`config.mk`:
```
export PLATFORM = sky130hd
export DESIGN_NAME = multicycle_ctrl_fsm
export DESIGN_NICKNAME = d
export VERILOG_FILES = /design/src/rtl/multicycle_ctrl_fsm.sv
export SDC_FILE = /design/constraint.sdc
export NUM_CORES = 1
export LEC_CHECK = 0
export CAP_MARGIN = 20
export CORE_UTILIZATION = 42
export CTS_CLUSTER_DIAMETER = 200
export DETAILED_ROUTE_END_ITERATION = 10
export GPL_TIMING_DRIVEN = 0
export PLACE_DENSITY = 0.87
export REMOVE_ABC_BUFFERS = 1
export SYNTH_ARGS = -nofsm -noshare
export SYNTH_HDL_FRONTEND = slang
export SYNTH_SLANG_ARGS = --single-unit
```
`constraint.sdc`:
```
create_clock -name clk -period 2.5 [get_ports clk]
set_input_delay 0.375 -clock clk [delete_from_list [all_inputs] [get_ports clk]]
set_output_delay 0.375 -clock clk [all_outputs]
set_load 0.03 [all_outputs]
```
`src/rtl/multicycle_ctrl_fsm.sv`:
```
// Multicycle MIPS control unit: registered Moore FSM with parametrised memory latency,
// branch resolution and illegal-opcode trap. Optional performance counters: CTRL_PERF_CNT_EN.
module multicycle_ctrl_fsm #(
    parameter int MEM_LAT = 1,
    parameter int CNT_W   = 32
) (
    input  logic             clk,
    input  logic             reset,
    input  logic [5:0]       opcode,
    input  logic             zero,
    output logic             memread,
    output logic             memwrite,
    output logic             IorD,
    output logic             IR_write,
    output logic             alusrcA,
    output logic [1:0]       alusrcB,
    output logic [1:0]       toaluctrl,
    output logic [1:0]       pcsrc,
    output logic             pc_write,
    output logic             pc_write_condition,
    output logic             pc_en,
    output logic             regwrite,
    output logic [1:0]       regdst,
    output logic [1:0]       memtoreg,
    output logic             illegal_op,
    output logic [CNT_W-1:0] cycle_cnt,
    output logic [CNT_W-1:0] instr_cnt
);
    // state    | meaning
    // FETCH    | read instruction, PC+4 (MEM_LAT cycles)
    // DECODE   | branch target precompute, dispatch on opcode
    // EXEC     | ALU op for R/addi/andi
    // ALUWB    | write ALU result to register file
    // MEMADR   | effective address for lw/sw
    // MEMRD    | data read (MEM_LAT cycles)
    // MEMWB    | write loaded data to register file
    // MEMWR    | data write (MEM_LAT cycles)
    // BRANCH   | beq/bne compare and conditional PC load
    // JUMP     | j
    // JR       | jr
    // JAL      | jal, link PC+4 into $31
    localparam int LAT_W = $clog2(MEM_LAT + 1);
    localparam logic [LAT_W-1:0] LAT_LAST = LAT_W'(MEM_LAT - 1);

    localparam logic [5:0] OP_R    = 6'b000000;
    localparam logic [5:0] OP_JR   = 6'b000001;
    localparam logic [5:0] OP_J    = 6'b000010;
    localparam logic [5:0] OP_JAL  = 6'b000011;
    localparam logic [5:0] OP_BEQ  = 6'b000100;
    localparam logic [5:0] OP_BNE  = 6'b000101;
    localparam logic [5:0] OP_ADDI = 6'b001000;
    localparam logic [5:0] OP_ANDI = 6'b001100;
    localparam logic [5:0] OP_LW   = 6'b100011;
    localparam logic [5:0] OP_SW   = 6'b101011;

    typedef enum logic [3:0] {
        S_FETCH  = 4'd0,  S_DECODE = 4'd1,  S_EXEC  = 4'd2,  S_ALUWB = 4'd3,
        S_MEMADR = 4'd4,  S_MEMRD  = 4'd5,  S_MEMWB = 4'd6,  S_MEMWR = 4'd7,
        S_BRANCH = 4'd8,  S_JUMP   = 4'd9,  S_JR    = 4'd10, S_JAL   = 4'd11
    } state_t;

    typedef struct packed {
        logic       memread;
        logic       memwrite;
        logic       iord;
        logic       ir_write;
        logic       alusrca;
        logic [1:0] alusrcb;
        logic [1:0] aluop;
        logic [1:0] pcsrc;
        logic       pc_write;
        logic       pc_wc;
        logic       regwrite;
        logic [1:0] regdst;
        logic [1:0] memtoreg;
    } ctrl_t;

    // Outputs are a pure function of the state being entered, so they can be registered.
    function automatic ctrl_t decode_ctrl(state_t s, logic [LAT_W-1:0] lat, logic [5:0] op);
        ctrl_t c;
        c = '0;
        case (s)
            S_FETCH: begin
                c.memread = 1'b1;
                c.alusrcb = 2'b01;
                if (lat == LAT_LAST) begin
                    c.ir_write = 1'b1;
                    c.pc_write = 1'b1;
                end
            end
            S_DECODE: c.alusrcb = 2'b11;
            S_EXEC: begin
                c.alusrca = 1'b1;
                case (op)
                    OP_ADDI: c.alusrcb = 2'b10;
                    OP_ANDI: begin
                        c.alusrcb = 2'b10;
                        c.aluop   = 2'b11;
                    end
                    default: c.aluop = 2'b10;
                endcase
            end
            S_ALUWB: begin
                c.regwrite = 1'b1;
                c.regdst   = (op == OP_R) ? 2'b01 : 2'b00;
            end
            S_MEMADR: begin
                c.alusrca = 1'b1;
                c.alusrcb = 2'b10;
            end
            S_MEMRD: begin
                c.memread = 1'b1;
                c.iord    = 1'b1;
            end
            S_MEMWB: begin
                c.regwrite = 1'b1;
                c.memtoreg = 2'b01;
            end
            S_MEMWR: begin
                c.memwrite = 1'b1;
                c.iord     = 1'b1;
            end
            S_BRANCH: begin
                c.alusrca = 1'b1;
                c.aluop   = 2'b01;
                c.pcsrc   = 2'b01;
                c.pc_wc   = 1'b1;
            end
            S_JUMP: begin
                c.pc_write = 1'b1;
                c.pcsrc    = 2'b10;
            end
            S_JR: begin
                c.pc_write = 1'b1;
                c.pcsrc    = 2'b11;
            end
            S_JAL: begin
                c.pc_write = 1'b1;
                c.pcsrc    = 2'b10;
                c.regwrite = 1'b1;
                c.regdst   = 2'b10;
                c.memtoreg = 2'b10;
            end
            default: ;
        endcase
        return c;
    endfunction

    state_t           state, nxt_state;
    logic [LAT_W-1:0] lat_cnt, nxt_lat;
    logic             trap;
    ctrl_t            ctrl_q;
    logic             ill_q;

    always_comb begin
        nxt_state = S_FETCH;
        nxt_lat   = '0;
        trap      = 1'b0;
        case (state)
            S_FETCH: begin
                if (lat_cnt == LAT_LAST) begin
                    nxt_state = S_DECODE;
                end else begin
                    nxt_state = S_FETCH;
                    nxt_lat   = lat_cnt + LAT_W'(1);
                end
            end
            S_DECODE: begin
                case (opcode)
                    OP_R, OP_ADDI, OP_ANDI: nxt_state = S_EXEC;
                    OP_LW, OP_SW:           nxt_state = S_MEMADR;
                    OP_BEQ, OP_BNE:         nxt_state = S_BRANCH;
                    OP_J:                   nxt_state = S_JUMP;
                    OP_JAL:                 nxt_state = S_JAL;
                    OP_JR:                  nxt_state = S_JR;
                    default: begin
                        nxt_state = S_FETCH;
                        trap      = 1'b1;
                    end
                endcase
            end
            S_EXEC:   nxt_state = S_ALUWB;
            S_MEMADR: nxt_state = (opcode == OP_LW) ? S_MEMRD : S_MEMWR;
            S_MEMRD: begin
                if (lat_cnt == LAT_LAST) begin
                    nxt_state = S_MEMWB;
                end else begin
                    nxt_state = S_MEMRD;
                    nxt_lat   = lat_cnt + LAT_W'(1);
                end
            end
            S_MEMWR: begin
                if (lat_cnt != LAT_LAST) begin
                    nxt_state = S_MEMWR;
                    nxt_lat   = lat_cnt + LAT_W'(1);
                end
            end
            default: nxt_state = S_FETCH;
        endcase
    end

    always_ff @(posedge clk or negedge reset) begin
        if (!reset) begin
            state   <= S_FETCH;
            lat_cnt <= '0;
            ctrl_q  <= decode_ctrl(S_FETCH, '0, OP_R);
            ill_q   <= 1'b0;
        end else begin
            state   <= nxt_state;
            lat_cnt <= nxt_lat;
            ctrl_q  <= decode_ctrl(nxt_state, nxt_lat, opcode);
            if (trap) ill_q <= 1'b1;
        end
    end

    // ctrl_q holds FETCH values during reset so the first post-reset cycle drives them at once.
    assign memread            = ctrl_q.memread  & reset;
    assign memwrite           = ctrl_q.memwrite & reset;
    assign IorD               = ctrl_q.iord     & reset;
    assign IR_write           = ctrl_q.ir_write & reset;
    assign alusrcA            = ctrl_q.alusrca  & reset;
    assign alusrcB            = ctrl_q.alusrcb  & {2{reset}};
    assign toaluctrl          = ctrl_q.aluop    & {2{reset}};
    assign pcsrc              = ctrl_q.pcsrc    & {2{reset}};
    assign pc_write           = ctrl_q.pc_write & reset;
    assign pc_write_condition = ctrl_q.pc_wc    & reset;
    assign regwrite           = ctrl_q.regwrite & reset;
    assign regdst             = ctrl_q.regdst   & {2{reset}};
    assign memtoreg           = ctrl_q.memtoreg & {2{reset}};
    assign illegal_op         = ill_q;
    assign pc_en = (ctrl_q.pc_write | (ctrl_q.pc_wc & (zero ^ (opcode == OP_BNE)))) & reset;

`ifdef CTRL_PERF_CNT_EN
    logic [CNT_W-1:0] cyc_q, ins_q;

    always_ff @(posedge clk or negedge reset) begin
        if (!reset) begin
            cyc_q <= '0;
            ins_q <= '0;
        end else begin
            cyc_q <= cyc_q + CNT_W'(1);
            if (nxt_state == S_FETCH && state != S_FETCH) ins_q <= ins_q + CNT_W'(1);
        end
    end

    assign cycle_cnt = cyc_q;
    assign instr_cnt = ins_q;
`else
    assign cycle_cnt = '0;
    assign instr_cnt = '0;
`endif

endmodule

```
Where the registers sit:
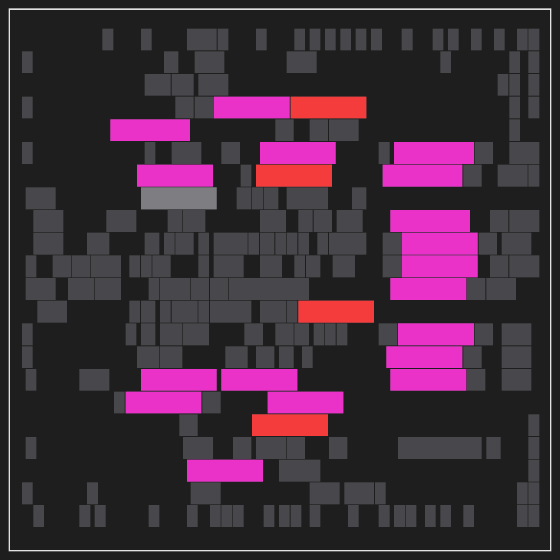
legend:
  red:
    netlist_name: state
    sequential_cells: 4
  magenta:
    netlist_name: ctrl_q
    sequential_cells: 18
not coloured: 1
flip-flop and latch share of the layout cell area: 32.16%
seq pwr: 524 uW

Gate-type map:
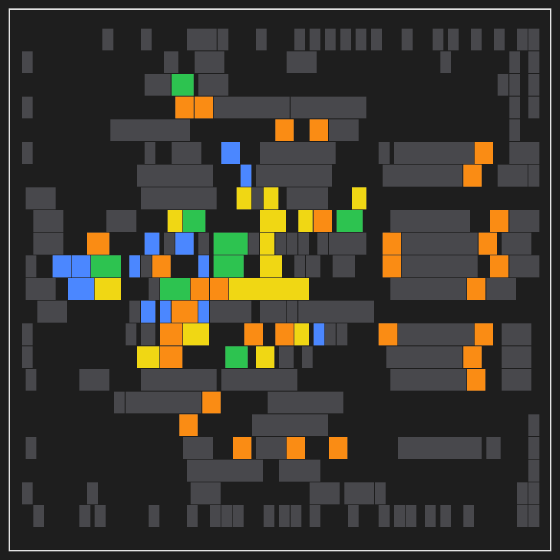
legend:
  yellow:
    family: aoi and oai cells
    cells: 14
    most_used: o21ai_0
    where: centre
  blue:
    family: nand cells
    cells: 13
    most_used: nand2_1
  green:
    family: non-inverting ao/oa cells
    cells: 8
    most_used: a21o_1
  orange:
    family: and/or cells
    cells: 31
    most_used: and2_1
multi-input logic portion of the cell area: 44.01%
post-route insts no fill: 261

==> notes.md <==
Purpose: to document the outcome of synthesis and place and route.

Run status
The run finished, with violations left. The final reports fail on hold timing.

Place
OpenSTA, run right after detailed placement, puts the worst setup slack at -0.2894 ns. The number of placed instances, taps included, is 257. After detailed placement, the total cell area comes to 1764 um^2.

STA
The final-report hold violation count is 4. The tightest hold path in the finished design has a slack of -0.002626 ns. The transition time recorded at the tightest slew-check pin is 0.5292 ns.

Logic synthesis
The count of state elements after synthesis is 23. The synthesis report names the predominant flop master as dfrtp_1. The fraction of registers with async set or reset after synthesis is 100.0%.

The per-instance average area after synthesis is 8.983 um^2. The sequential element share of the synthesized area is 35.12%.

Flow run
Across all stage logs, warnings added up to 25.

Critical path
The arrival time at the worst endpoint is 1.85 ns. The path length in cells of the critical path is 6. The highest fanout seen on the critical path is 8. The number of cell instances on the worst register-to-register path is 5. The reg-to-reg startpoint is state[1].

Cells and area
Per the layout report, the design carries 7 non-clock inverters. The flip-flop count of the largest register, all copies and words added is 18. The antenna diode count is 0. Leaving out fill and tap cells, the most frequent cells in the layout are conb_1 (64), clkdlybuf4s50_1 (26), and2_1 (20), dfrtp_1 (19), nor2_1 (13). The finished layout reports a core utilization of 48.59%.

Clock tree
The root buffer cell is clkbuf_8. Buffers added to address setup during post-CTS repair amount to 0.

GRT
The global route stage reports its total congestion overflow as 0. The global routing usage summed across all routing layers is 11.60%. For met1 alone, demand over resource in global routing was 15.15%.

Detailed routing
The met2 layer wire length in the routed design is 1169 um. The routed wire length is 2415 um. After detailed routing, the average wire length per cell comes to 9.253 um. Summed over all nets, wire length on met3 after detailed routing comes to 216 um.

Floorplanning
The initial core utilization is 44.48%.
Clock routing:
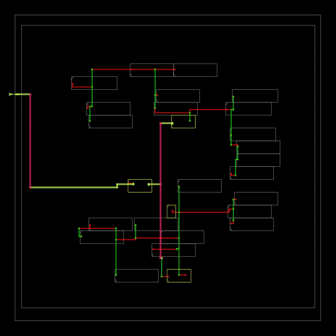
number of sinks driven by the clock tree: 23
FF+latch count: 23

Power figures rest on the tool's default switching activity, not on a simulated workload.
